$ cat src/rtl/sigmoid_arbiter_if.sv
// Handshake bundle between the requesters, the shared sigmoid arbiter and the result consumer.
// Requester side: req_valid/req_data in, one-hot req_ready back. Result side: out_valid/out_data/out_id out, out_ready back.
// The slave modport is the arbiter's view; the master modport is the view of whatever drives requests and consumes results.
interface sigmoid_arbiter_if #(
    parameter int NUM_REQ = 4,
    parameter int IN_W    = 24,
    parameter int OUT_W   = 8
);
    localparam int ID_W = $clog2(NUM_REQ);

    logic [NUM_REQ-1:0]      req_valid;
    logic [NUM_REQ*IN_W-1:0] req_data;   // requester i at [i*IN_W +: IN_W], signed
    logic [NUM_REQ-1:0]      req_ready;  // one-hot grant
    logic                    out_valid;
    logic [OUT_W-1:0]        out_data;
    logic [ID_W-1:0]         out_id;
    logic                    out_ready;

    modport master (
        output req_valid, req_data, out_ready,
        input  req_ready, out_valid, out_data, out_id
    );

    modport slave (
        input  req_valid, req_data, out_ready,
        output req_ready, out_valid, out_data, out_id
    );
endinterface

$ cat src/rtl/sigmoid_arbiter.sv
// Round-robin arbiter sharing one combinational PLAN sigmoid among NUM_REQ accumulator drains.
// Latency: accept in cycle T -> out_valid with result in cycle T+2; 1 result/cycle with out_ready high.
// Backpressure: out_ready low holds S2, then S1; req_ready drops once both stages are occupied.
// Ports: clk, rst (sync, active-high), bus (sigmoid_arbiter_if.slave: req_valid/req_data/req_ready,
//        out_valid/out_data/out_id/out_ready).
// Optional macro SIGMOID_ARB_PERF_EN: adds perf_accepted / perf_stalls saturating 32b counters.
module sigmoid_arbiter #(
    parameter int NUM_REQ = 4,
    parameter int IN_W    = 24,
    parameter int OUT_W   = 8
) (
    input  logic              clk,
    input  logic              rst,
    sigmoid_arbiter_if.slave  bus
`ifdef SIGMOID_ARB_PERF_EN
    ,
    output logic [31:0]       perf_accepted,
    output logic [31:0]       perf_stalls
`endif
);
    localparam int ID_W = $clog2(NUM_REQ);
    localparam logic [ID_W-1:0] LAST_ID   = ID_W'(NUM_REQ - 1);
    localparam logic [ID_W:0]   NUM_REQ_X = (ID_W+1)'(NUM_REQ);

    // Sigmoid breakpoints: input is fixed point with 7 fraction bits, so 1.0 == 128.
    // PLAN segments |x| < 1, < 2.375, < 5 and saturation, scaled to a 0..128 output.
    localparam logic signed [IN_W-1:0] B_P1 = IN_W'(128);
    localparam logic signed [IN_W-1:0] B_P2 = IN_W'(304);
    localparam logic signed [IN_W-1:0] B_P3 = IN_W'(640);
    localparam logic signed [IN_W-1:0] B_N1 = IN_W'(-128);
    localparam logic signed [IN_W-1:0] B_N2 = IN_W'(-304);
    localparam logic signed [IN_W-1:0] B_N3 = IN_W'(-640);
    localparam logic signed [IN_W-1:0] C_MID = IN_W'(64);   // 0.5
    localparam logic signed [IN_W-1:0] C_P2  = IN_W'(80);   // 0.625
    localparam logic signed [IN_W-1:0] C_P3  = IN_W'(108);  // 0.84375
    localparam logic signed [IN_W-1:0] C_N2  = IN_W'(48);   // 1 - 0.625
    localparam logic signed [IN_W-1:0] C_N3  = IN_W'(20);   // 1 - 0.84375
    localparam logic signed [IN_W-1:0] C_SAT = IN_W'(127);  // 1.0 clipped to the 7-bit range

    // Pipeline state
    logic                   s1_valid;
    logic signed [IN_W-1:0] s1_data;
    logic [ID_W-1:0]        s1_id;
    logic                   s2_valid;
    logic [OUT_W-1:0]       s2_data;
    logic [ID_W-1:0]        s2_id;
    logic [ID_W-1:0]        rr_ptr;

    logic s2_free;
    logic s1_free;

    assign s2_free = !s2_valid || bus.out_ready;
    assign s1_free = !s1_valid || s2_free;

    // Arbitration: rotate the request vector so that bit 0 is the requester at rr_ptr,
    // take the lowest set bit, then rotate the offset back into an absolute id.
    logic [2*NUM_REQ-1:0] req_dbl;
    logic [NUM_REQ-1:0]   req_rot;
    logic [ID_W-1:0]      pick_off;
    logic                 pick_any;
    logic [ID_W:0]        id_sum;
    logic [ID_W-1:0]      grant_id;
    logic [NUM_REQ-1:0]   grant_vec;
    logic [IN_W-1:0]      sel_data;
    logic                 accept;

    assign req_dbl = {bus.req_valid, bus.req_valid};
    assign req_rot = req_dbl[rr_ptr +: NUM_REQ];

    always_comb begin
        pick_off = '0;
        pick_any = 1'b0;
        for (int k = NUM_REQ - 1; k >= 0; k--) begin
            if (req_rot[k]) begin
                pick_off = ID_W'(k);
                pick_any = 1'b1;
            end
        end
    end

    assign id_sum   = {1'b0, rr_ptr} + {1'b0, pick_off};
    assign grant_id = (id_sum >= NUM_REQ_X) ? ID_W'(id_sum - NUM_REQ_X) : id_sum[ID_W-1:0];

    always_comb begin
        grant_vec = '0;
        sel_data  = '0;
        for (int i = 0; i < NUM_REQ; i++) begin
            grant_vec[i] = pick_any && (grant_id == ID_W'(i));
            if (grant_id == ID_W'(i)) begin
                sel_data = bus.req_data[i*IN_W +: IN_W];
            end
        end
    end

    // rst gates the grant so nothing is offered while the pipeline is being cleared.
    assign bus.req_ready = (s1_free && !rst) ? grant_vec : '0;
    assign accept        = |(bus.req_valid & bus.req_ready);

    // Sigmoid on the S1 register (combinational). Arithmetic shifts floor toward -inf,
    // which keeps negative segments continuous with the positive ones.
    logic signed [IN_W-1:0] sig_val;
    logic [OUT_W-1:0]       sig_out;
    logic                   unused_sig_hi;

    always_comb begin
        if (s1_data >= B_P3) begin
            sig_val = C_SAT;
        end else if (s1_data >= B_P2) begin
            sig_val = C_P3 + (s1_data >>> 5);
        end else if (s1_data >= B_P1) begin
            sig_val = C_P2 + (s1_data >>> 3);
        end else if (s1_data >= B_N1) begin
            sig_val = C_MID + (s1_data >>> 2);
        end else if (s1_data >= B_N2) begin
            sig_val = C_N2 + (s1_data >>> 3);
        end else if (s1_data >= B_N3) begin
            sig_val = C_N3 + (s1_data >>> 5);
        end else begin
            sig_val = '0;
        end
    end

    // Every segment lands in 0..127, so the upper bits are always zero.
    assign sig_out       = sig_val[OUT_W-1:0];
    assign unused_sig_hi = ^sig_val[IN_W-1:OUT_W];

    always_ff @(posedge clk) begin
        if (rst) begin
            s1_valid <= 1'b0;
            s1_data  <= '0;
            s1_id    <= '0;
            s2_valid <= 1'b0;
            s2_data  <= '0;
            s2_id    <= '0;
            rr_ptr   <= '0;
        end else begin
            if (s1_free) begin
                s1_valid <= accept;
                if (accept) begin
                    s1_data <= sel_data;
                    s1_id   <= grant_id;
                    rr_ptr  <= (grant_id == LAST_ID) ? '0 : grant_id + 1'b1;
                end
            end
            if (s2_free) begin
                s2_valid <= s1_valid;
                if (s1_valid) begin
                    s2_data <= sig_out;
                    s2_id   <= s1_id;
                end
            end
        end
    end

    assign bus.out_valid = s2_valid;
    assign bus.out_data  = s2_data;
    assign bus.out_id    = s2_id;

`ifdef SIGMOID_ARB_PERF_EN
    always_ff @(posedge clk) begin
        if (rst) begin
            perf_accepted <= '0;
            perf_stalls   <= '0;
        end else begin
            if (accept && (perf_accepted != '1)) begin
                perf_accepted <= perf_accepted + 32'd1;
            end
            if (s2_valid && !bus.out_ready && (perf_stalls != '1)) begin
                perf_stalls <= perf_stalls + 32'd1;
            end
        end
    end
`endif
endmodule
$ cat src/flat_wrapper.sv
// flat-port wrapper written by rule: the top's interface ports become plain ports
module sigmoid_arbiter_flat 
#(
    parameter int NUM_REQ = 4,
    parameter int IN_W    = 24,
    parameter int OUT_W   = 8
)
  (clk, rst, bus_req_valid, bus_req_data, bus_out_ready, bus_req_ready, bus_out_valid, bus_out_data, bus_out_id);
  sigmoid_arbiter_if #(.NUM_REQ(NUM_REQ), .IN_W(IN_W), .OUT_W(OUT_W)) bus_i ();
  input  logic clk;
  input  logic rst;
  input wire logic [$bits(bus_i.req_valid)-1:0] bus_req_valid;
  input wire logic [$bits(bus_i.req_data)-1:0] bus_req_data;
  input wire logic [$bits(bus_i.out_ready)-1:0] bus_out_ready;
  output wire logic [$bits(bus_i.req_ready)-1:0] bus_req_ready;
  output wire logic [$bits(bus_i.out_valid)-1:0] bus_out_valid;
  output wire logic [$bits(bus_i.out_data)-1:0] bus_out_data;
  output wire logic [$bits(bus_i.out_id)-1:0] bus_out_id;
  assign bus_i.req_valid = bus_req_valid;
  assign bus_i.req_data = bus_req_data;
  assign bus_i.out_ready = bus_out_ready;
  assign bus_req_ready = bus_i.req_ready;
  assign bus_out_valid = bus_i.out_valid;
  assign bus_out_data = bus_i.out_data;
  assign bus_out_id = bus_i.out_id;
  sigmoid_arbiter #(.NUM_REQ(NUM_REQ), .IN_W(IN_W), .OUT_W(OUT_W)) u_core (.clk(clk), .rst(rst), .bus(bus_i));
endmodule
$ cat config.mk
export PLATFORM = sky130hd
export DESIGN_NAME = sigmoid_arbiter_flat
export DESIGN_NICKNAME = d
export VERILOG_FILES = /design/src/rtl/sigmoid_arbiter_if.sv /design/src/rtl/sigmoid_arbiter.sv /design/src/flat_wrapper.sv
export SDC_FILE = /design/constraint.sdc
export NUM_CORES = 1
export LEC_CHECK = 0
export CORE_ASPECT_RATIO = 1.25
export CORE_MARGIN = 2
export CORE_UTILIZATION = 30
export DETAILED_ROUTE_END_ITERATION = 8
export SYNTH_ARGS = -nofsm -noshare
export SYNTH_HDL_FRONTEND = slang
export SYNTH_SLANG_ARGS = --single-unit
$ cat constraint.sdc
create_clock -name clk -period 4.6 [get_ports clk]
set_input_delay 1.15 -clock clk [delete_from_list [all_inputs] [get_ports clk]]
set_output_delay 1.15 -clock clk [all_outputs]
set_load 0.01 [all_outputs]
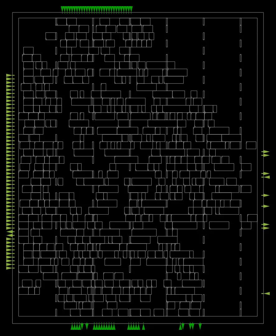
**Above:** placed standard cells.
TAP cells: 129
core area: 9950 um^2
filler instances: 1008
row count: 41

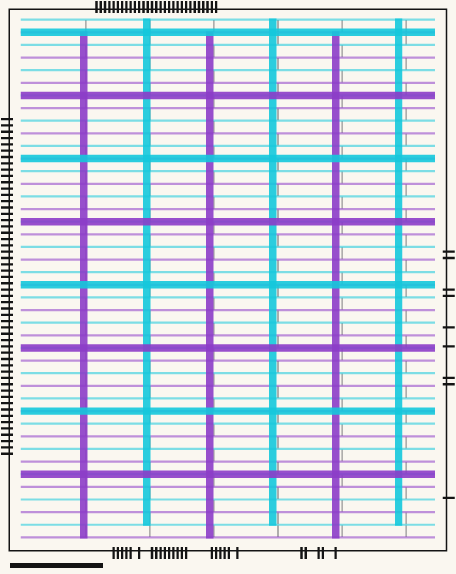
**Above:** floorplan with the power grid.
Bar = 20 um. Pins as bars on the die edge. Tap cells in gray.
legend:
  VDD:
    color: cyan
  VSS:
    color: purple
rows: 41
met4 straps: 6
met1 rails: 42
signal pins: 118
met5 straps: 8
vertical die dimension: 116 um
VDD IR-drop max: 0.000771 V
overall die width: 93.9 um

==> run notes <==
Implementation status.

- The number of buffers added to fix hold violations after cts is 0.
- Entering global routing, the biggest net connects roughly 51 pins.
- The number of setup violations in the final report is 0.
- Per the detail_route report, routed wire per instance is around 14 um.
- The clock group share of total power is 0.116.
- The cell-mix breakdown from Yosys lists the simple-gate area share as 0.283.
- The number of setup buffers added after CTS is 1.
- The routed via count is about 3300.
- The iteration-0 DRC count of the detailed router is approximately 80.
- The net count after synthesis is roughly 500.
- The final timing summary puts the cycle share of the worst path at 0.986.
- The compound-gate portion of the synthesized area is 0.320.
- The family with the most delay on the worst path is buffers and inverters.
- The post-place instance area is about 4400 um^2.
- At the floorplan stage, the core utilization is reported as 0.304.
- The routed length on met1 is roughly 4.0 mm.
- The area of all placed cells without fillers is between 4000 and 5000 um^2.
- In the global route stage, met2 resource usage came out at 0.282.
- For this run, asynchronously set or reset flops after synthesis account for 0.
- The reg-to-reg setup timing slack is between 1 and 1.5 ns.
- The relative contribution of sequential cells to total power is 0.196.
- The number of global-route vias before repair is 3159.
- In this run, CTS created clock tree buffers numbering 5.
- The synth_stat.txt file lists the number of cells as 393.
- The total wire length is 9.00 mm.
- Pins over their slew limit in the final report were tallied at 0.
- The launch point of the critical path was reported as bus_req_valid[2].
- The clock tree skew after final layout is ~0.0066 ns.
- The HPWL reported at the end of detailed placement is just over 7 mm.
- The total power per unit cell area is 740 nW/um^2.
- Including well taps, the total number of placed cells is 617.
- In this run the critical register-to-register path is launched from u_core.rr_ptr[0].
- The startpoint type of the worst setup path is an input port.
- The critical path capture point is bus_req_ready[0].
- For the finished layout, the period the worst path requires is 4.54 ns.
- By instance count after routing, the leading logic cell types are sky130_fd_sc_hd__clkdlybuf4s50_1 (110), sky130_fd_sc_hd__nor2_1 (47), sky130_fd_sc_hd__a21oi_1 (40), sky130_fd_sc_hd__dfxtp_1 (40), sky130_fd_sc_hd__a211oi_1 (29).
- Among the non-sequential cells, AND-OR/OR-AND gates take the most area.
- The data arrival time at the worst-slack endpoint is 3.39 ns.
- In this run the number of H-tree levels came out at 2.
- The run finished with clean final reports.
- The global-route usage over all layers is 0.163.
- The endpoint of the most critical register-to-register path is u_core.rr_ptr[0].
- Per STA, the library cell used most along the worst path is sky130_fd_sc_hd__ha_2.
- In the routed layout, each cell is associated on average with a via count of roughly 5.2.
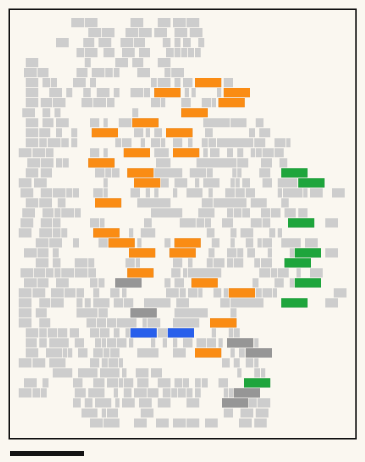
**Above:** where the registers sit.
Bar = 20 um. Other sequential cells in the stronger gray, the rest of the logic in the fainter gray.
legend:
  u_core.s1_id:
    color: blue
    sequential_cells: 2
  u_core.bus.out_data:
    color: green
    sequential_cells: 8
  u_core.s1_data:
    color: orange
    sequential_cells: 24
sequential group power: 664 uW
register area: 801 um^2
Core Util, Final: 0.461
share of the final layout cell area in sequential cells: 0.175

[sequential cells by signal, summed over array words and instances, names as in the netlist]
register              flops
u_core.s1_data           24
u_core.bus.out_data       8
u_core.bus.out_id         2
u_core.rr_ptr             2
u_core.s1_id              2
u_core.bus.out_valid      1
u_core.s1_valid           1
[synth_stat cells (6+ instances only)]
cell | instances | area share
sky130_fd_sc_hd__and2_1 | 6 | 0.012
sky130_fd_sc_hd__nand2_1 | 12 | 0.015
sky130_fd_sc_hd__nor3_1 | 28 | 0.046
sky130_fd_sc_hd__a211oi_1 | 29 | 0.072
sky130_fd_sc_hd__dfxtp_1 | 40 | 0.26
sky130_fd_sc_hd__inv_1 | 10 | 0.012
sky130_fd_sc_hd__nor2b_1 | 28 | 0.058
sky130_fd_sc_hd__a221oi_1 | 28 | 0.081
sky130_fd_sc_hd__clkbuf_1 | 34 | 0.042
sky130_fd_sc_hd__ha_1 | 12 | 0.050
sky130_fd_sc_hd__nand4_1 | 6 | 0.012
sky130_fd_sc_hd__nor2_1 | 47 | 0.058
sky130_fd_sc_hd__a21oi_1 | 41 | 0.068
[layout make-up]
type / instances / area share
repair buffers: 134 / 0.290
clock buffers: 5 / 0.0273
multi-input cells: 306 / 0.455
clock inverters: 3 / 0.00928
inverters: 10 / 0.00819
well taps: 129 / 0.0352
flip-flops and latches: 40 / 0.175
[power by group through the flow]
| stage | Clock, uW | Sequential, uW | Combinational, uW |
|---|---|---|---|
| 6_report | 392 | 664 | 2340 |
| 5_1_grt | 416 | 688 | 2620 |
| 4_1_cts | 401 | 659 | 2330 |
| 3_5_place_dp | 0 | 667 | 2320 |
| 3_3_place_gp | 0 | 663 | 2300 |
| 2_1_floorplan | 0 | 593 | 1710 |
Power figures rest on the tool's default switching activity, not on a simulated workload.
